<file path="config.mk">
export PLATFORM = sky130hd
export DESIGN_NAME = vram_slot_arbiter
export DESIGN_NICKNAME = d
export VERILOG_FILES = /design/src/rtl/vram_slot_arbiter.sv
export SDC_FILE = /design/constraint.sdc
export NUM_CORES = 1
export LEC_CHECK = 0
export CORE_ASPECT_RATIO = 1.25
export CORE_MARGIN = 10
export CORE_UTILIZATION = 33
export CTS_CLUSTER_DIAMETER = 120
export CTS_CLUSTER_SIZE = 24
export DETAILED_ROUTE_END_ITERATION = 6
export PLACE_DENSITY = 0.86
export SYNTH_ARGS = -nofsm -noshare
export SYNTH_HDL_FRONTEND = slang
export SYNTH_SLANG_ARGS = --single-unit
export TNS_END_PERCENT = 30
</file>
<file path="constraint.sdc">
create_clock -name clk -period 2 [get_ports clk]
set_clock_uncertainty 0.1 [all_clocks]
set_input_delay 0.2 -clock clk [delete_from_list [all_inputs] [get_ports clk]]
set_output_delay 0.2 -clock clk [all_outputs]
set_load 0.05 [all_outputs]
</file>
<file path="src/rtl/vram_slot_arbiter.sv">
// vram_slot_arbiter: time-sliced sharing of one VRAM port between display scanout and a CPU port
module vram_slot_arbiter #(
  parameter int ADDR_W = 10,
  parameter int DATA_W = 8
) (
  input  logic              clk,
  input  logic              reset,
  input  logic              disp_en,
  input  logic [ADDR_W-1:0] disp_addr,
  output logic [DATA_W-1:0] disp_data,
  output logic              disp_valid,
  input  logic              cpu_req,
  input  logic              cpu_we,
  input  logic [ADDR_W-1:0] cpu_addr,
  input  logic [DATA_W-1:0] cpu_wdata,
  output logic              cpu_ack,
  output logic [DATA_W-1:0] cpu_rdata,
  output logic              slot,
  output logic [ADDR_W-1:0] ram_addr,
  output logic              ram_we,
  output logic [DATA_W-1:0] ram_wdata,
  input  logic [DATA_W-1:0] ram_rdata
);
  typedef enum logic [1:0] {C_IDLE, C_BUSY, C_ACK} cstate_t;
  cstate_t state, state_nx;
  logic g_disp, g_cpu, disp_p1, busy_rd;
  // slot phase and fixed two-cycle display fetch pipeline
  always_ff @(posedge clk or posedge reset)
    if (reset) begin
      slot <= 1'b0;
      disp_p1 <= 1'b0;
      disp_valid <= 1'b0;
      disp_data <= '0;
    end else begin
      slot <= ~slot;
      disp_p1 <= g_disp;
      disp_valid <= disp_p1;
      if (disp_p1) disp_data <= ram_rdata;
    end
  // CPU access state register
  always_ff @(posedge clk or posedge reset)
    if (reset) state <= C_IDLE;
    else state <= state_nx;
  // remember access direction and capture CPU read data one cycle after grant
  always_ff @(posedge clk or posedge reset)
    if (reset) begin
      busy_rd <= 1'b0;
      cpu_rdata <= '0;
    end else begin
      if (g_cpu) busy_rd <= ~cpu_we;
      if (state == C_BUSY && busy_rd) cpu_rdata <= ram_rdata;
    end
  // CPU access sequencing: grant, data cycle, ack cycle
  always_comb
    state_nx = state == C_BUSY ? C_ACK : state == C_ACK ? C_IDLE : g_cpu ? C_BUSY : C_IDLE;
  // slot grants and RAM port steering; nothing is granted while reset is held
  always_comb begin
    g_disp = !reset && !slot && disp_en;
    g_cpu = !reset && state == C_IDLE && cpu_req && (slot || !disp_en);
    cpu_ack = state == C_ACK;
    ram_addr = g_disp ? disp_addr : g_cpu ? cpu_addr : '0;
    ram_we = g_cpu && cpu_we;
    ram_wdata = g_cpu ? cpu_wdata : '0;
  end
endmodule

</file>
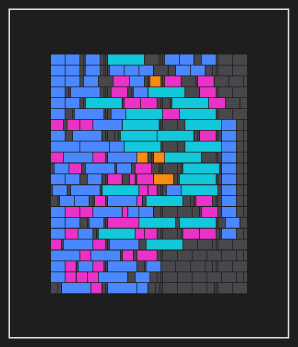
Figure 1: placed cells, one color a class.
(4 px per um) Fill, decap, tap and diode cells in gray.
color	class	cells	share of their area
magenta	all other logic	46	21%
orange	clock drivers and dummy loads	4	1.8%
blue	other buffers and delay cells	80	50%
cyan	flip-flops	22	27%

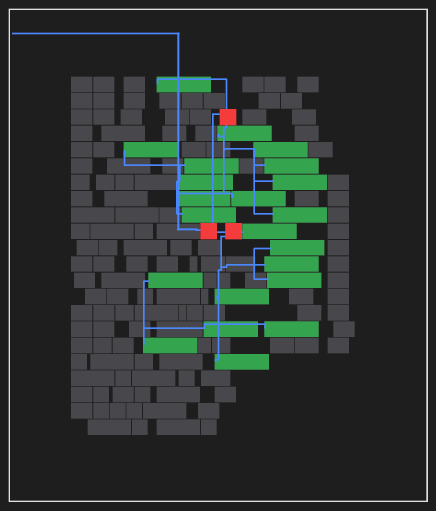
Figure 2: clock wires, drivers and flops.
(6 px per um)
[green] flip-flops | count: 22
[blue] clock wires | length: 253 um
[red] cells driving clock nets | count: 3
routed clock nets	4

==> out/qor.txt <==
status - completed
WS Path Type - reg2out
Pins Over Slew Limit - 0
most frequent CP cell - buf_12
worst slew pin tran - 548 ps
Initial DRC Count - 7
Post-synth seq share - 54.7%
synthesis area per yosys - 1010 um^2
fp_density - 34.2%
postcts setup bufs - 0
Core Rows - 22
final worst-path setup slack - 52.0 ps
Setup TNS - 0 ps
Top cell excl fill/tap - clkdlybuf4s50_1
reg-to-reg startpoint - state[0]
GRT Total Usage - 12.5%
crit path time final - 1950 ps
CTS resizes - 0
Rel. slew slack - 63.3%
Mapped Nets - 113
die span in y - 81.8 um
worst hold path type - in2async
Root Driver - clkbuf_4
critical path's largest stage delay - 410 ps
clock buffer count from CTS - 3
largest net degree at the start of global routing - 23
fmax - 513 MHz
CP startpoint kind - flip-flop
RD Place Congestion - 0.753
Mapped Cells - 72
unique cell type count in the Yosys netlist - 16
Nets - 194
total tool warning count - 27
most numerous logic cells after layout - clkdlybuf4s50_1 (58), dfrtp_1 (22), buf_12 (20)
Clock Path Buffers - 2
drt pass-1 iters - 3
CP top delay family - flip-flops
worst path cell trace - nand2b_1, nor4_4, buf_12, a22o_1, buf_12
Antenna Cells - 0
Crit path required time - 1700 ps
Crit path buffers/inverters - 2
synth-to-layout area growth - 104%
Yosys Warn Count - 0
core area - 2950 um^2
Syn Area/Cell - 14.0 um^2
Num Clock Sinks - 22
DRC - 0
clock-pin slew on the worst setup and hold paths - 120 ps
initial antenna violation count - 0
RSZ-0062 raised after global routing - yes
chip area - 5680 um^2
fill count - 198
crit share post-route - 97.4%
detailed-route via count - 878
CP max stage cell - dfrtp_1
Detail Route Antenna Nets - 0
final hold violations - 0
share of cells above drive strength 1 - 37.5%
worst-path maximum fanout - 21
drt total wl - 3640 um
ys cells - 72
Power Dens Cells - 838 nW/um^2
vias in the first global route - 1,059
via/cell ratio - 4.67
global route overflow - 0
dpl hpwl - 3200 um
Max-Cap Viols - 0
I/O Buffers - 78
Synth flops - 22
Worst EP arrival - 1650 ps
WL/cell - 19.3 um
Critical Path End Type - output port
# hold bufs at CTS - 0
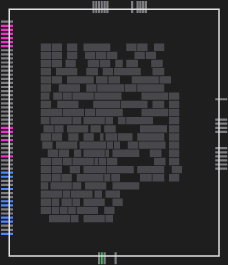
Figure 3: pin placement.
(3 px per um) Pins as bars across the die edge, other pins in gray.
color	port	pins	direction	edge
magenta	cpu_addr	10	input	left
blue	cpu_wdata	8	input	left
green	cpu_req	1	input	bottom

-- stage by stage --
step                      power [W]  instances  cell area, um^2  utilization [%]  hold WS, ps
after floorplan             0.00111         72             1010                -         94.4
final                       0.00172        188             2060             69.8          239
after global placement      0.00148        184             2020             68.6          387
after global routing        0.00181        188             2060             69.8          254
after detailed placement    0.00151        184             2020             68.6          397
after CTS                   0.00174        188             2060             69.8          241
-- layer usage --
metal	vias up	track usage [%]	routed length, um
met5	-	0	0
met3	2	12.9	821
met1	398	9.82	1080
li1	414	-	-
met2	64	21.0	1700
met4	0	4.23	32
-- state kept, by name, indices dropped and copies added (netlist names) --
register / count
busy_rd: 1
state: 2
cpu_rdata: 8
disp_data: 8
slot: 1
disp_p1: 1
disp_valid: 1
-- worst paths after layout --
path | slack (ps) | end | cells after the start
max | 50 | ram_addr[3] | 5
min | 240 | disp_data[5] | 3
min reg2reg | 420 | slot | 1
min in group clk | 370 | busy_rd | 2
max in group asynchronous | 1350 | disp_valid | 3
max reg2reg | 650 | cpu_rdata[1] | 3
-- where the power goes --
part           internal [W]  switching (W)  total [W]
Combinational      0.000371       0.000519   0.000890
Sequential         0.000542      0.0000534   0.000595
Clock              0.000111       0.000126   0.000237
-- area by class of cell --
| type | count | area (um^2) | share of cell area, % |
|---|---|---|---|
| flip-flops and latches | 22 | 551 | 26.8 |
| repair buffers | 80 | 996 | 48.4 |
| multi-input cells | 43 | 417 | 20.3 |
| clock buffers | 4 | 36.3 | 1.77 |
| well taps | 36 | 45.0 | 2.19 |
| inverters | 3 | 11.3 | 0.548 |
-- kinds of logic (layout without fill, tap and decap cells) --
family / Yosys count / count (layout) / synth area share (%)
AND/OR/NAND/NOR: 16 / 16 / 13.7
flip-flops: 22 / 22 / 54.7
buffers and inverters: 7 / 87 / 3.98
multiplexers: 17 / 17 / 18.9
AND-OR/OR-AND: 10 / 10 / 8.82
-- tightest hold or removal path, cell delays in order --
cell	delay [ps]
clkdlybuf4s50_1	460
inv_1	90
buf_4	280
-- Yosys cell counts --
| cell type | n | share of area, % |
|---|---|---|
| and2_2 | 10 | 7.5 |
| nand2_2 | 1 | 0.62 |
| nor2b_1 | 1 | 0.62 |
| mux2i_1 | 1 | 0.99 |
| nor2b_4 | 1 | 1.4 |
| a22o_1 | 9 | 7.8 |
| buf_6 | 1 | 1.1 |
| inv_1 | 3 | 1.1 |
| dfrtp_1 | 22 | 55 |
| nor2b_2 | 1 | 0.87 |
| a22o_2 | 1 | 0.99 |
| nand2b_1 | 1 | 0.62 |
| buf_4 | 1 | 0.75 |
| nor4_4 | 1 | 2.1 |
| mux2_2 | 16 | 18 |
| buf_2 | 2 | 0.99 |
Power and IR drop assume default switching activity.
